run_1/gate_families.png
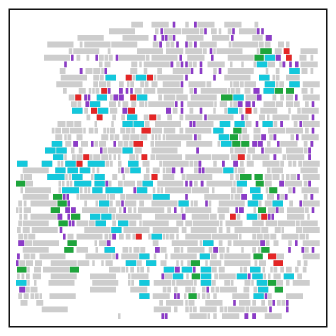
run_1/final_congestion.png
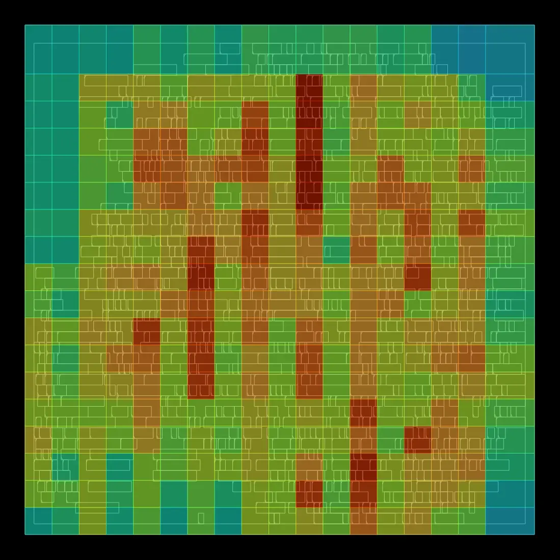
run_1/met2.png
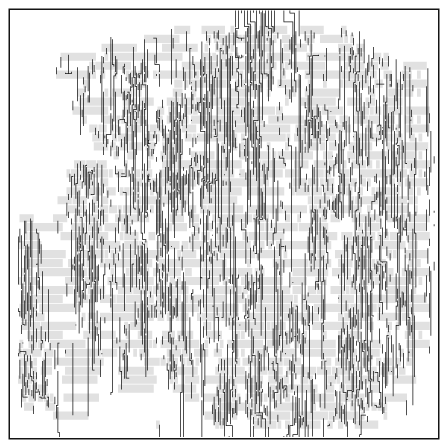
[src/rtl/mulnxn_bcd.sv]
// Sequential NxN multiplier (nibble-serial) with shift-add-3 binary-to-BCD conversion
// and seven-segment decode with optional leading-zero blanking.
module mulnxn_bcd #(
    parameter int W     = 8,
    parameter int NDIG  = 5,
    parameter int BLANK = 1
) (
    input  logic                clk,
    input  logic                rst,
    input  logic                st,
    input  logic                sgn,
    input  logic [W-1:0]        a,
    input  logic [W-1:0]        b,
    output logic                busy,
    output logic                done,
    output logic [2*W-1:0]      prod,
    output logic                neg,
    output logic                ovf,
    output logic [4*NDIG-1:0]   bcd,
    output logic [7*NDIG-1:0]   seg
);
    localparam int K   = W / 4;
    localparam int PW  = 2 * W;
    localparam int ND2 = (PW * 3) / 10 + 1;   // decimal digits of 2^PW-1 for PW in 16..64
    localparam int NB  = (ND2 > NDIG) ? ND2 : NDIG;
    localparam int CW  = $clog2(PW + 1);

    localparam logic [1:0] S_IDLE = 2'd0;
    localparam logic [1:0] S_MUL  = 2'd1;
    localparam logic [1:0] S_CONV = 2'd2;
    localparam logic [1:0] S_OUT  = 2'd3;

    function automatic logic [6:0] seg7(input logic [3:0] d);
        case (d)
            4'd0:    seg7 = 7'h3F;
            4'd1:    seg7 = 7'h06;
            4'd2:    seg7 = 7'h5B;
            4'd3:    seg7 = 7'h4F;
            4'd4:    seg7 = 7'h66;
            4'd5:    seg7 = 7'h6D;
            4'd6:    seg7 = 7'h7D;
            4'd7:    seg7 = 7'h07;
            4'd8:    seg7 = 7'h7F;
            4'd9:    seg7 = 7'h6F;
            default: seg7 = 7'h00;
        endcase
    endfunction

    function automatic logic [4*NB-1:0] adj3(input logic [4*NB-1:0] v);
        adj3 = v;
        for (int i = 0; i < NB; i++)
            if (v[4*i +: 4] >= 4'd5) adj3[4*i +: 4] = v[4*i +: 4] + 4'd3;
    endfunction

    // Magnitude is taken in W unsigned bits, so the most negative value maps to 2^(W-1).
    function automatic logic [W-1:0] mag(input logic [W-1:0] x, input logic s);
        mag = (s && x[W-1]) ? (~x + 1'b1) : x;
    endfunction

    logic [1:0]        state_q, state_d;
    logic [CW-1:0]     cnt_q, cnt_d;
    logic [3:0]        ni_q, ni_d, nj_q, nj_d;
    logic [W-1:0]      ma_q, ma_d, mb_q, mb_d;
    logic              sneg_q, sneg_d;
    logic [PW-1:0]     acc_q, acc_d, bin_q, bin_d;
    logic [4*NB-1:0]   bw_q, bw_d, bw_adj, bw_nx;
    logic [PW-1:0]     prod_q, prod_d;
    logic              neg_q, neg_d, ovf_q, ovf_d;
    logic [4*NDIG-1:0] bcd_q, bcd_d;
    logic [7*NDIG-1:0] seg_q, seg_d, seg_n;
    logic              ovf_n, lead;
    logic [3:0]        na, nb;
    logic [7:0]        pp;
    logic [PW-1:0]     term;

    always_comb begin
        na   = 4'(ma_q >> (4 * ni_q));
        nb   = 4'(mb_q >> (4 * nj_q));
        pp   = na * nb;
        term = PW'(pp) << (4 * (ni_q + nj_q));
    end

    // Next conversion step plus the display view of it, used on the final CONV cycle.
    always_comb begin
        bw_adj = adj3(bw_q);
        bw_nx  = {bw_adj[4*NB-2:0], bin_q[PW-1]};
        ovf_n  = 1'b0;
        for (int i = NDIG; i < NB; i++)
            ovf_n = ovf_n | (bw_nx[4*i +: 4] != 4'd0);
        lead  = 1'b1;
        seg_n = '0;
        for (int i = NDIG - 1; i >= 0; i--) begin
            if (bw_nx[4*i +: 4] != 4'd0) lead = 1'b0;
            if (!(lead && (i != 0) && (BLANK != 0) && !ovf_n))
                seg_n[7*i +: 7] = seg7(bw_nx[4*i +: 4]);
        end
    end

    always_comb begin
        state_d = state_q;
        cnt_d   = cnt_q;
        ni_d    = ni_q;
        nj_d    = nj_q;
        ma_d    = ma_q;
        mb_d    = mb_q;
        sneg_d  = sneg_q;
        acc_d   = acc_q;
        bin_d   = bin_q;
        bw_d    = bw_q;
        prod_d  = prod_q;
        neg_d   = neg_q;
        ovf_d   = ovf_q;
        bcd_d   = bcd_q;
        seg_d   = seg_q;
        case (state_q)
            S_IDLE: if (st) begin
                state_d = S_MUL;
                ma_d    = mag(a, sgn);
                mb_d    = mag(b, sgn);
                sneg_d  = sgn & (a[W-1] ^ b[W-1]);
                acc_d   = '0;
                ni_d    = '0;
                nj_d    = '0;
            end
            S_MUL: begin
                acc_d = acc_q + term;
                if (nj_q == 4'(K - 1)) begin
                    nj_d = '0;
                    ni_d = ni_q + 4'd1;
                    if (ni_q == 4'(K - 1)) begin
                        state_d = S_CONV;
                        bin_d   = acc_q + term;
                        bw_d    = '0;
                        cnt_d   = '0;
                    end
                end else begin
                    nj_d = nj_q + 4'd1;
                end
            end
            S_CONV: begin
                bw_d  = bw_nx;
                bin_d = bin_q << 1;
                cnt_d = cnt_q + 1'b1;
                if (cnt_q == CW'(PW - 1)) begin
                    state_d = S_OUT;
                    prod_d  = acc_q;
                    neg_d   = sneg_q && (acc_q != '0);
                    ovf_d   = ovf_n;
                    bcd_d   = bw_nx[4*NDIG-1:0];
                    seg_d   = seg_n;
                end
            end
            default: state_d = S_IDLE;
        endcase
    end

    always_ff @(posedge clk) begin
        if (!rst) begin
            state_q <= S_IDLE;
            prod_q  <= '0;
            neg_q   <= 1'b0;
            ovf_q   <= 1'b0;
            bcd_q   <= '0;
            seg_q   <= '0;
        end else begin
            state_q <= state_d;
            prod_q  <= prod_d;
            neg_q   <= neg_d;
            ovf_q   <= ovf_d;
            bcd_q   <= bcd_d;
            seg_q   <= seg_d;
        end
    end

    // Working registers are always initialised on entry to the phase that uses them.
    always_ff @(posedge clk) begin
        cnt_q  <= cnt_d;
        ni_q   <= ni_d;
        nj_q   <= nj_d;
        ma_q   <= ma_d;
        mb_q   <= mb_d;
        sneg_q <= sneg_d;
        acc_q  <= acc_d;
        bin_q  <= bin_d;
        bw_q   <= bw_d;
    end

    assign busy = (state_q != S_IDLE);
    assign done = (state_q == S_OUT);
    assign prod = prod_q;
    assign neg  = neg_q;
    assign ovf  = ovf_q;
    assign bcd  = bcd_q;
    assign seg  = seg_q;
endmodule

[config.mk]
export PLATFORM = sky130hd
export DESIGN_NAME = mulnxn_bcd
export DESIGN_NICKNAME = d
export VERILOG_FILES = /design/src/rtl/mulnxn_bcd.sv
export SDC_FILE = /design/constraint.sdc
export NUM_CORES = 1
export LEC_CHECK = 0
export CAP_MARGIN = 10
export CORE_MARGIN = 2
export CORE_UTILIZATION = 58
export CTS_BUF_LIST = sky130_fd_sc_hd__clkbuf_2 sky130_fd_sc_hd__clkbuf_4 sky130_fd_sc_hd__clkbuf_8
export CTS_CLUSTER_DIAMETER = 150
export DETAILED_ROUTE_END_ITERATION = 10
export DONT_BUFFER_PORTS = 1
export GPL_ROUTABILITY_DRIVEN = 0
export PLACE_DENSITY = 0.77
export SLEW_MARGIN = 20
export SYNTH_ARGS = -nofsm -noshare
export SYNTH_HDL_FRONTEND = slang
export SYNTH_SLANG_ARGS = --single-unit
[constraint.sdc]
create_clock -name clk -period 5.8 [get_ports clk]
set_clock_uncertainty 0.2 [all_clocks]
set_input_delay 0.58 -clock clk [delete_from_list [all_inputs] [get_ports clk]]
set_output_delay 0.58 -clock clk [all_outputs]
set_load 0.02 [all_outputs]
==> results.json, run 1 <==
{
  "synthDistinctLibCells": 69,
  "diodes": 0,
  "synth_top_flop_cell": "edfxtp_1",
  "grt_max_degree": 60,
  "p_leak_nw": 3.78,
  "yosys-stat-area_sq_um": 9180,
  "clockRootBuffer": "clkbuf_8",
  "worstPathCellList": "nor3_1 -> buf_4 -> nand4_1 -> fa_1 -> inv_1 -> fa_1 -> inv_1 -> fa_1 -> xor2_1 -> nor2_1 -> a21oi_1 -> nor2_1 -> ha_1 -> a21oi_1 -> o21ai_1 -> o311ai_1 -> a21o_1 -> nor3b_1 -> o31ai_1",
  "syn2layout_area_growth_pct": 6.80,
  "fp_util_pct": 59.9,
  "nets": 1085,
  "antenna_left": 0,
  "drive_gt1_share_pct": 7.37,
  "drt_iter0_drc": 378,
  "antenna_found_initial": 0,
  "hold_slack_ps": 47.9,
  "io_pins": 95,
  "max_stage_delay_ps": 550,
  "ys_cells": 986,
  "async_reset_ff_share_pct": 0,
  "synth_warnings": 0,
  "chip_area_sq_um": 16800,
  "period_used_pct": 91.5,
  "status": "finished clean",
  "worstHoldStart": "rst",
  "relSlewSlack_pct": 33.6,
  "syn_area_per_cell_sq_um": 9.31,
  "setup_viol": 0,
  "topCellsByArea": "edfxtp_1 27%, dfxtp_1 16%, ha_1 11%, nand2_1 5.3%, a21oi_1 5.1%",
  "power_density_nw_per_um2": 497,
  "cts_made_buffers": 17,
  "grt_use_total_pct": 22.8,
  "rows": 45,
  "finalPower_mw": 4.87,
  "synthesis.instances": 986,
  "fmax_ghz": 0.189,
  "routed-wl-met2_um": 9230,
  "clock_sinks": 156,
  "grt_setup_unrepaired": "no",
  "synth_flops": 156,
  "crit_type": "reg -> reg",
  "dp_hpwl_um": 13500,
  "grt_pass1_wl_um": 30500,
  "end_kind": "flip-flop",
  "min_path_type": "in -> reg",
  "r2r_start": "ni_q[2]$_SDFFCE_PN0P_",
  "wl_per_cell_um": 15.7,
  "warnings": 58,
  "clk_pin_slew_ps": 80,
  "synth_area_sq_um": 9180,
  "placed_cells": 1167,
  "peakVddDrop_mv": 0.231,
  "drt-vias-per-instance": 5.78,
  "reg2reg_depth": 19,
  "r2r-end": "bin_q[13]$_DFFE_PP_",
  "fin_setup_tns_ps": 0,
  "final_cell_mix": "129 x nand2_1, 110 x nor2_1, 93 x a21oi_1, 82 x edfxtp_1, 81 x ha_1",
  "portBuffers": 0,
  "worstSkewPairLatency_ps": 460,
  "wl_um": 18800,
  "period_needed_ps": 5300,
  "die_w_um": 130,
  "h-tree-depth": 4,
  "synth-edff-count": 82,
  "yosysTopAreaCell": "edfxtp_1",
  "overflow": 0,
  "clockBufferDepth": 2,
  "vias": 6943,
  "fill_cells": 1303,
  "cp_common_cell": "fa_1",
  "worstHoldPathCells": 2,
  "rrSetupSlack_ps": 500,
  "cap_violations": 0,
  "crit_arrival_ps": 5320,
  "required_ps": 5810,
  "min_to": "seg[4]$_SDFFE_PN0P_",
  "coreArea_sq_um": 15300,
  "worst_setup_path_start_kind": "flip-flop",
  "ys_seq_share_pct": 43.0,
  "cts_tree": "built",
  "die_height_um": 130,
  "wl_met3_um": 909,
  "synth_top_area_share_pct": 26.8,
  "tightest_slew_ps": 996,
  "critPathSlowestCell": "fa_1"
}
-- gate_families.png (at the start) --
Purple is NAND gates, cells 165, where spread over the die. Green is multiplexers, cells 31. Red is AND-OR and OR-AND gates, cells 24. Cyan is adder and majority cells, cells 87.
Comb area share: 50.0%
highest-count logic cell in the final layout: nand2_1
final non-filler cell total: 1202

-- final_congestion.png (at the start) --
final core utilization: 64.0%
grt peak-use layer: met2

-- met2.png (at the start) --
The longest straight run is 53.4 um. The layer holds 49% of the routed length. The wires run mostly vertical. 860 nets have wire on it.

[run 1: state kept, by name, summed over array words and instances, names as in the netlist]
register,cells
seg,35
bcd,20
bw_q,20
acc_q,16
bin_q,16
prod,16
ma_q,8
mb_q,8
cnt_q,5
ni_q,4
nj_q,4
state_q,2
neg,1
sneg_q,1
[run 1: logic make-up (layout without fill, tap and decap cells)]
group / after synthesis / after routing / synth area share (%)
compound gates: 235 / 235 / 16.2
simple gates: 352 / 352 / 17.6
mux: 31 / 31 / 3.68
buf+inv: 89 / 94 / 3.82
other cells: 1 / 1 / 0.0409
fa+ha+maj: 87 / 87 / 12.4
xor+xnor: 35 / 35 / 3.34
flops: 156 / 156 / 43.0
[run 1: power breakdown]
| part | leakage [nW] | total, mW | switching, mW | internal [mW] |
|---|---|---|---|---|
| Sequential | 1.39 | 1.77 | 0.227 | 1.54 |
| Combinational | 2.17 | 2.27 | 1.46 | 0.809 |
| Clock | 0.217 | 0.828 | 0.389 | 0.439 |
[run 1: stage by stage]
step / setup slack, ps / cell area [sq um]
after floorplan: 682 / 9180
after global placement: 540 / 9360
after detailed placement: 409 / 9360
after CTS: 400 / 9780
after global routing: 15.7 / 9800
final: 496 / 9800
[run 1: Yosys cell counts, types with 12 or more instances]
cell       instances
o2111ai_1         12
mux2i_1           15
xor2_1            23
a21oi_1           93
ha_1              81
nor2_1           110
a211oi_1          17
nor3_1            22
mux2_2            13
xnor2_1           12
nand2_1          130
dfxtp_1           74
inv_1             49
edfxtp_1          82
clkbuf_1          28
o21ai_0           39
[run 1: metal layers]
metal / vias to the layer above / global-route usage [%]
met4: 0 / 8.16
met5: - / 0
met3: 25 / 5.29
met1: 3283 / 28.3
met2: 146 / 39.0
li1: 3489 / -
[run 1: how the worst max path moves through the flow]
stage / start / end / slack, ps / cells past startpoint
CTS: ni_q[2]$_SDFFCE_PN0P_ / bin_q[13]$_DFFE_PP_ / 400 / 19
global placement: nj_q[2]$_SDFFCE_PN0P_ / bin_q[13]$_DFFE_PP_ / 540 / 19
floorplan: nj_q[2]$_SDFFCE_PN0P_ / bin_q[13]$_DFFE_PP_ / 680 / 18
global route: nj_q[2]$_SDFFCE_PN0P_ / bin_q[15]$_DFFE_PP_ / 20 / 20
detailed placement: ni_q[2]$_SDFFCE_PN0P_ / bin_q[13]$_DFFE_PP_ / 410 / 19
finish: ni_q[2]$_SDFFCE_PN0P_ / bin_q[13]$_DFFE_PP_ / 500 / 19
[run 1: critical path: cells and delay by family (launching register included)]
kind	cells	cell delay, ps
simple gates	5	790
compound gates	6	1220
fa+ha+maj	4	1880
xor+xnor	1	190
buf+inv	3	290
flops	1	470
[run 1: final cells by class]
type / count / area, sq um / share of cell area [%]
timing repair buffer: 11 / 100 / 1.02
multi-input combinational: 741 / 4900 / 50.0
inverter: 51 / 191 / 1.95
tap: 211 / 264 / 2.69
clock buffer: 24 / 312 / 3.18
clock inverter: 8 / 91.3 / 0.932
sequential: 156 / 3940 / 40.2
[run 1: timing repair]
item | 4_1_cts | 5_1_grt
gates resized | 0 | 1
endpoints found under the hold margin | 2 | 0
setup buffers | 0 | 0
hold buffers | 2 | 0
setup endpoints to repair | 0 | 3
==> run 2: changes to the inputs <==
Settings changed: TNS_END_PERCENT set to 20.
==> results.json, run 2 <==
{
  "status": "finished clean",
  "r2r_start": "ni_q[2]$_SDFFCE_PN0P_",
  "synthesis.instances": 986,
  "crit_end": "bin_q[13]$_DFFE_PP_",
  "ys_cells": 986,
  "crit_arrival_ps": 5320,
  "clk_pin_slew_ps": 80,
  "ys_seq_share_pct": 43.0,
  "relSlewSlack_pct": 33.6,
  "ff_latch_area_sq_um": 3940,
  "crit_type": "reg -> reg",
  "clock_sinks": 156,
  "die_w_um": 130,
  "synth_area_sq_um": 9180,
  "synth_top_flop_cell": "edfxtp_1",
  "worst_setup_path_start_kind": "flip-flop",
  "fp_util_pct": 59.9,
  "worstSkewPairLatency_ps": 460,
  "worstHoldStart": "rst",
  "drt_iter0_drc": 378,
  "cts_made_buffers": 17,
  "p_sw_share_pct": 42.7,
  "grt_max_degree": 60,
  "netlist_top_cells_count": "130 x nand2_1, 110 x nor2_1, 93 x a21oi_1",
  "pre_cts_ws_ps": 409,
  "placed_cells": 1167,
  "finalPower_mw": 4.87,
  "syn2layout_area_growth_pct": 6.80,
  "period_needed_ps": 5300,
  "antenna_left": 0,
  "power.switching_mw": 2.08,
  "coreArea_sq_um": 15300,
  "topCellsByArea": "edfxtp_1 27%, dfxtp_1 16%, ha_1 11%, nand2_1 5.3%, a21oi_1 5.1%",
  "synth-edff-count": 82,
  "reg2reg_depth": 19,
  "io_pins": 95,
  "clockRootBuffer": "clkbuf_8",
  "end_kind": "flip-flop",
  "setup_slack_ps": 496,
  "warnings": 58,
  "cts_tree": "built",
  "portBuffers": 0,
  "startpoint": "ni_q[2]$_SDFFCE_PN0P_",
  "fmax_ghz": 0.189,
  "cap_violations": 0,
  "pwr-share-clk_pct": 17.0,
  "period_used_pct": 91.5,
  "diodes": 0,
  "final_cell_mix": "129 x nand2_1, 110 x nor2_1, 93 x a21oi_1, 82 x edfxtp_1, 81 x ha_1",
  "fill_cells": 1303,
  "min_path_type": "in -> reg",
  "overflow": 0,
  "instances_no_fill": 1202,
  "synthDistinctLibCells": 69,
  "synth_top_area_share_pct": 26.8,
  "h-tree-depth": 4,
  "dp_hpwl_um": 13500,
  "fin_setup_tns_ps": 0
}
[run 2: layout make-up]
cell class                      count  share of cell area (%)
Clock inverter                      8                   0.932
Tap cell                          211                    2.69
Timing Repair Buffer               11                    1.02
Inverter                           51                    1.95
Clock buffer                       24                    3.18
Multi-Input combinational cell    741                    50.0
Sequential cell                   156                    40.2
[run 2: layer usage]
layer	GRT usage (%)	vias to the layer above	routed length, um
li1	-	3489	-
met1	28.3	3283	8380
met2	39.0	146	9230
met3	5.29	25	909
met4	8.16	0	306
met5	0	-	0
[run 2: logic make-up after synthesis]
group | Yosys count | share of synthesized area [%]
AND-OR/OR-AND | 235 | 16.2
XOR/XNOR | 35 | 3.34
adder cells (fa/ha/maj) | 87 | 12.4
buffers and inverters | 89 | 3.82
flip-flops | 156 | 43.0
multiplexers | 31 | 3.68
other | 1 | 0.0409
AND/OR/NAND/NOR | 352 | 17.6
[run 2: timing repair]
item / CTS / global route
hold buffers: 2 / 0
gates resized: 0 / 1
buffers inserted: 0 / 0
setup endpoints to repair: 0 / 3
hold endpoints to repair: 2 / 0
[run 2: through the flow]
stage / hold slack [ps] / util [%]
after floorplan: 298 / -
after global placement: 306 / 61.1
after detailed placement: 318 / 61.1
after CTS: 21.7 / 63.9
after global routing: 35.9 / 64.0
final: 47.9 / 64.0
[run 2: critical path: stages, from the launching register on]
cell,delay [ps]
edfxtp_1,470
nor3_1,250
buf_4,180
nand4_1,140
fa_1,550
inv_1,50
fa_1,550
inv_1,60
fa_1,450
xor2_1,190
nor2_1,60
a21oi_1,190
nor2_1,70
ha_1,330
a21oi_1,210
o21ai_1,170
o311ai_1,370
a21o_1,180
nor3b_1,270
o31ai_1,100
[run 2: power by group through the flow]
stage / Clock, mW / Combinational, mW / Sequential [mW]
2_1_floorplan: 0 / 1.80 / 1.72
3_3_place_gp: 0 / 2.21 / 1.78
3_5_place_dp: 0 / 2.25 / 1.79
4_1_cts: 0.841 / 2.27 / 1.77
5_1_grt: 0.888 / 2.56 / 1.80
6_report: 0.828 / 2.27 / 1.77
[run 2: worst min-delay path by stage]
stage,cells after the start,to,slack [ps]
2_1_floorplan,2,bin_q[13]$_DFFE_PP_,300
3_3_place_gp,2,bin_q[11]$_DFFE_PP_,310
3_5_place_dp,2,bin_q[2]$_DFFE_PP_,320
4_1_cts,2,seg[4]$_SDFFE_PN0P_,20
5_1_grt,2,seg[7]$_SDFFE_PN0P_,40
6_report,2,seg[4]$_SDFFE_PN0P_,50
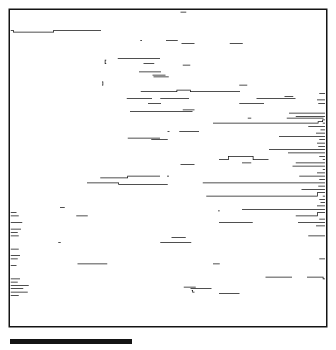
run_2/met3.png
Bar = 50 um.
The longest straight run is 49.9 um. The layer holds 4.8% of the routed length. 83 nets have wire on it.
Vias: 6943
Routed Wire Length: 18800 um
grt met3 use: 5.29%

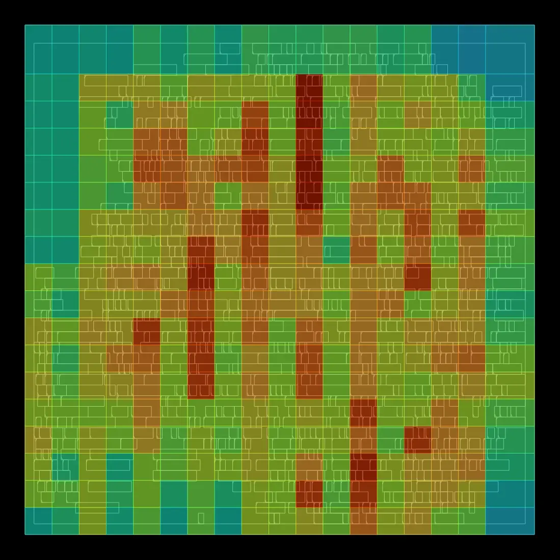
run_2/final_congestion.png
met2 usage: 39.0%
met1 Use GR: 28.3%
wire per inst: 15.7 um
GRT Total Usage: 22.8%

==> run 3: changes to the inputs <==
Settings changed: ABC_AREA set to 1, CTS_BUF_LIST sky130_fd_sc_hd__clkbuf_2 sky130_fd_sc_hd__clkbuf_4 sky130_fd_sc_hd__clkbuf_8 to unset.
Clock period 5.8 ns to 5.4 ns, I/O delays scaled along.
==> results.json, run 3 <==
{
  "synth_area_sq_um": 9120,
  "period_needed_ps": 5150,
  "h-tree-depth": 4,
  "overflow": 0,
  "status": "finished clean",
  "max_stage_delay_ps": 530,
  "wl_per_cell_um": 14.7,
  "tightest_slew_ps": 951,
  "synthesis.instances": 1088,
  "hold_slack_ps": 56.7,
  "end_kind": "flip-flop",
  "p_leak_nw": 4.43,
  "cap_violations": 0,
  "grt_pass1_wl_um": 31700,
  "final_util_pct": 65.9,
  "r2r_start": "ni_q[3]$_SDFFCE_PN0P_",
  "cp_common_cell": "nand2_1",
  "clockRootBuffer": "clkbuf_16",
  "peakVddDrop_mv": 0.290,
  "final_cell_mix": "205 x nand2_1, 140 x inv_1, 107 x nor2_1, 82 x edfxtp_1, 80 x ha_1",
  "chip_area_sq_um": 16700,
  "netlist_top_cells_count": "206 x nand2_1, 140 x inv_1, 113 x nor2_1",
  "antenna_found_initial": 0,
  "reg2reg_depth": 26,
  "die_w_um": 129,
  "period_used_pct": 95.3,
  "antenna_left": 0,
  "setup_slack_ps": 255,
  "drive_gt1_share_pct": 9.32,
  "async_reset_ff_share_pct": 0,
  "grt_use_total_pct": 23.8,
  "yosys-stat-area_sq_um": 9120,
  "placed_cells": 1277,
  "cts_made_buffers": 17,
  "instances_no_fill": 1316,
  "fill_cells": 1277,
  "portBuffers": 0,
  "grt_max_degree": 48,
  "worstHoldPathCells": 2,
  "crit_type": "reg -> reg",
  "clockBufferDepth": 2,
  "critPathTopFamily": "adder cells",
  "critPathSlowestCell": "fa_1",
  "topCellsByArea": "edfxtp_1 27%, dfxtp_1 16%, ha_1 11%, nand2_1 8.5%, inv_1 5.8%",
  "synth_warnings": 0,
  "relSlewSlack_pct": 36.6,
  "warnings": 58,
  "pre_cts_ws_ps": 49.0,
  "nets": 1199,
  "coreArea_sq_um": 15300,
  "synth_top_flop_cell": "edfxtp_1",
  "drt_iter0_drc": 528,
  "power_density_nw_per_um2": 587,
  "syn2layout_area_growth_pct": 10.2
}
-- run 3: cell count changes after synthesis, sizes merged, moves of 11 or more --
cell,before,now
inv,49,148
nand2,130,211
o21ai,48,97
nand3,9,54
nor3,24,4
mux2i,18,0
a211oi,18,2
mux2,13,0
o2111ai,13,0
o211ai,4,15
-- run 3: cells by family (layout without fill, tap and decap cells) --
kind of cell | count (synthesis) | after routing | share of synthesized area [%]
AND-OR/OR-AND | 221 | 221 | 13.8
other | 1 | 1 | 0.0411
buffers and inverters | 181 | 198 | 7.58
flip-flops | 156 | 156 | 43.2
XOR/XNOR | 35 | 35 | 3.90
AND/OR/NAND/NOR | 407 | 407 | 19.0
adder cells (fa/ha/maj) | 87 | 87 | 12.4
-- run 3: what timing repair did --
item | in CTS | in global routing
hold buffers | 1 | 1
hold endpoints to repair | 1 | 1
resized | 0 | 21
setup endpoints to repair | 0 | 20
buffers inserted | 0 | 5
-- run 3: layout make-up --
cell class	instances	area, sq um	area share [%]
Clock buffer	21	493	4.90
Clock inverter	11	92.6	0.921
Inverter	150	563	5.60
Multi-Input combinational cell	751	4570	45.5
Sequential cell	156	3940	39.2
Tap cell	211	264	2.63
Timing Repair Buffer	16	125	1.24
-- run 3: per-stage QoR --
step           total power [mW]  cell area [sq um]  TNS (ps)
2_1_floorplan              4.00               9120         0
3_3_place_gp               4.57               9340         0
3_5_place_dp               4.65               9340         0
4_1_cts                    5.84               9940         0
5_1_grt                    6.39              10100      -337
6_report                   5.90              10100         0
-- run 3: worst max-delay path by stage --
stage	endpoint	startpoint	slack [ps]
after global routing	acc_q[9]$_SDFFCE_PN0P_	ni_q[3]$_SDFFCE_PN0P_	-80
after detailed placement	acc_q[15]$_SDFFCE_PN0P_	ni_q[3]$_SDFFCE_PN0P_	50
after CTS	acc_q[15]$_SDFFCE_PN0P_	ni_q[3]$_SDFFCE_PN0P_	30
after floorplan	bin_q[15]$_DFFE_PP_	nj_q[2]$_SDFFCE_PN0P_	500
after global placement	acc_q[15]$_SDFFCE_PN0P_	ni_q[3]$_SDFFCE_PN0P_	200
final	acc_q[9]$_SDFFCE_PN0P_	ni_q[3]$_SDFFCE_PN0P_	250
-- run 3: power breakdown --
part | switching, mW | internal, mW | total (mW)
Clock | 0.508 | 0.668 | 1.18
Combinational | 1.94 | 0.890 | 2.83
Sequential | 0.188 | 1.70 | 1.89
-- run 3: per-layer routing --
layer  share of wire (%)  GRT usage [%]  vias to the layer above
li1                    -              -                     3597
met1                  43           28.7                     3333
met2                  50           42.2                      163
met3                 5.0           5.53                       30
met4                 1.8           7.59                        0
met5                   0              0                        -
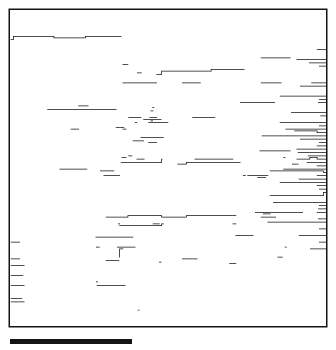
run_3/met3.png
Bar = 50 um.
The wires run mostly horizontal. The layer holds 5.0% of the routed length. 86 nets have wire on it.
Routed Wire Length: 19300 um
grt met3 use: 5.53%
Vias: 7123

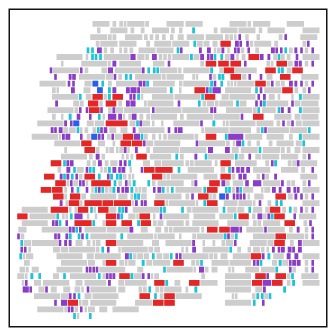
run_3/gate_families.png
Purple is NAND gates, cells 276, where spread over the die. Blue is AND-OR and OR-AND gates, cells 5. Red is adder and majority cells, cells 87, where spread over the die. Cyan is inverters, cells 150, where spread over the die.

Power figures rest on the tool's default switching activity, not on a simulated workload.
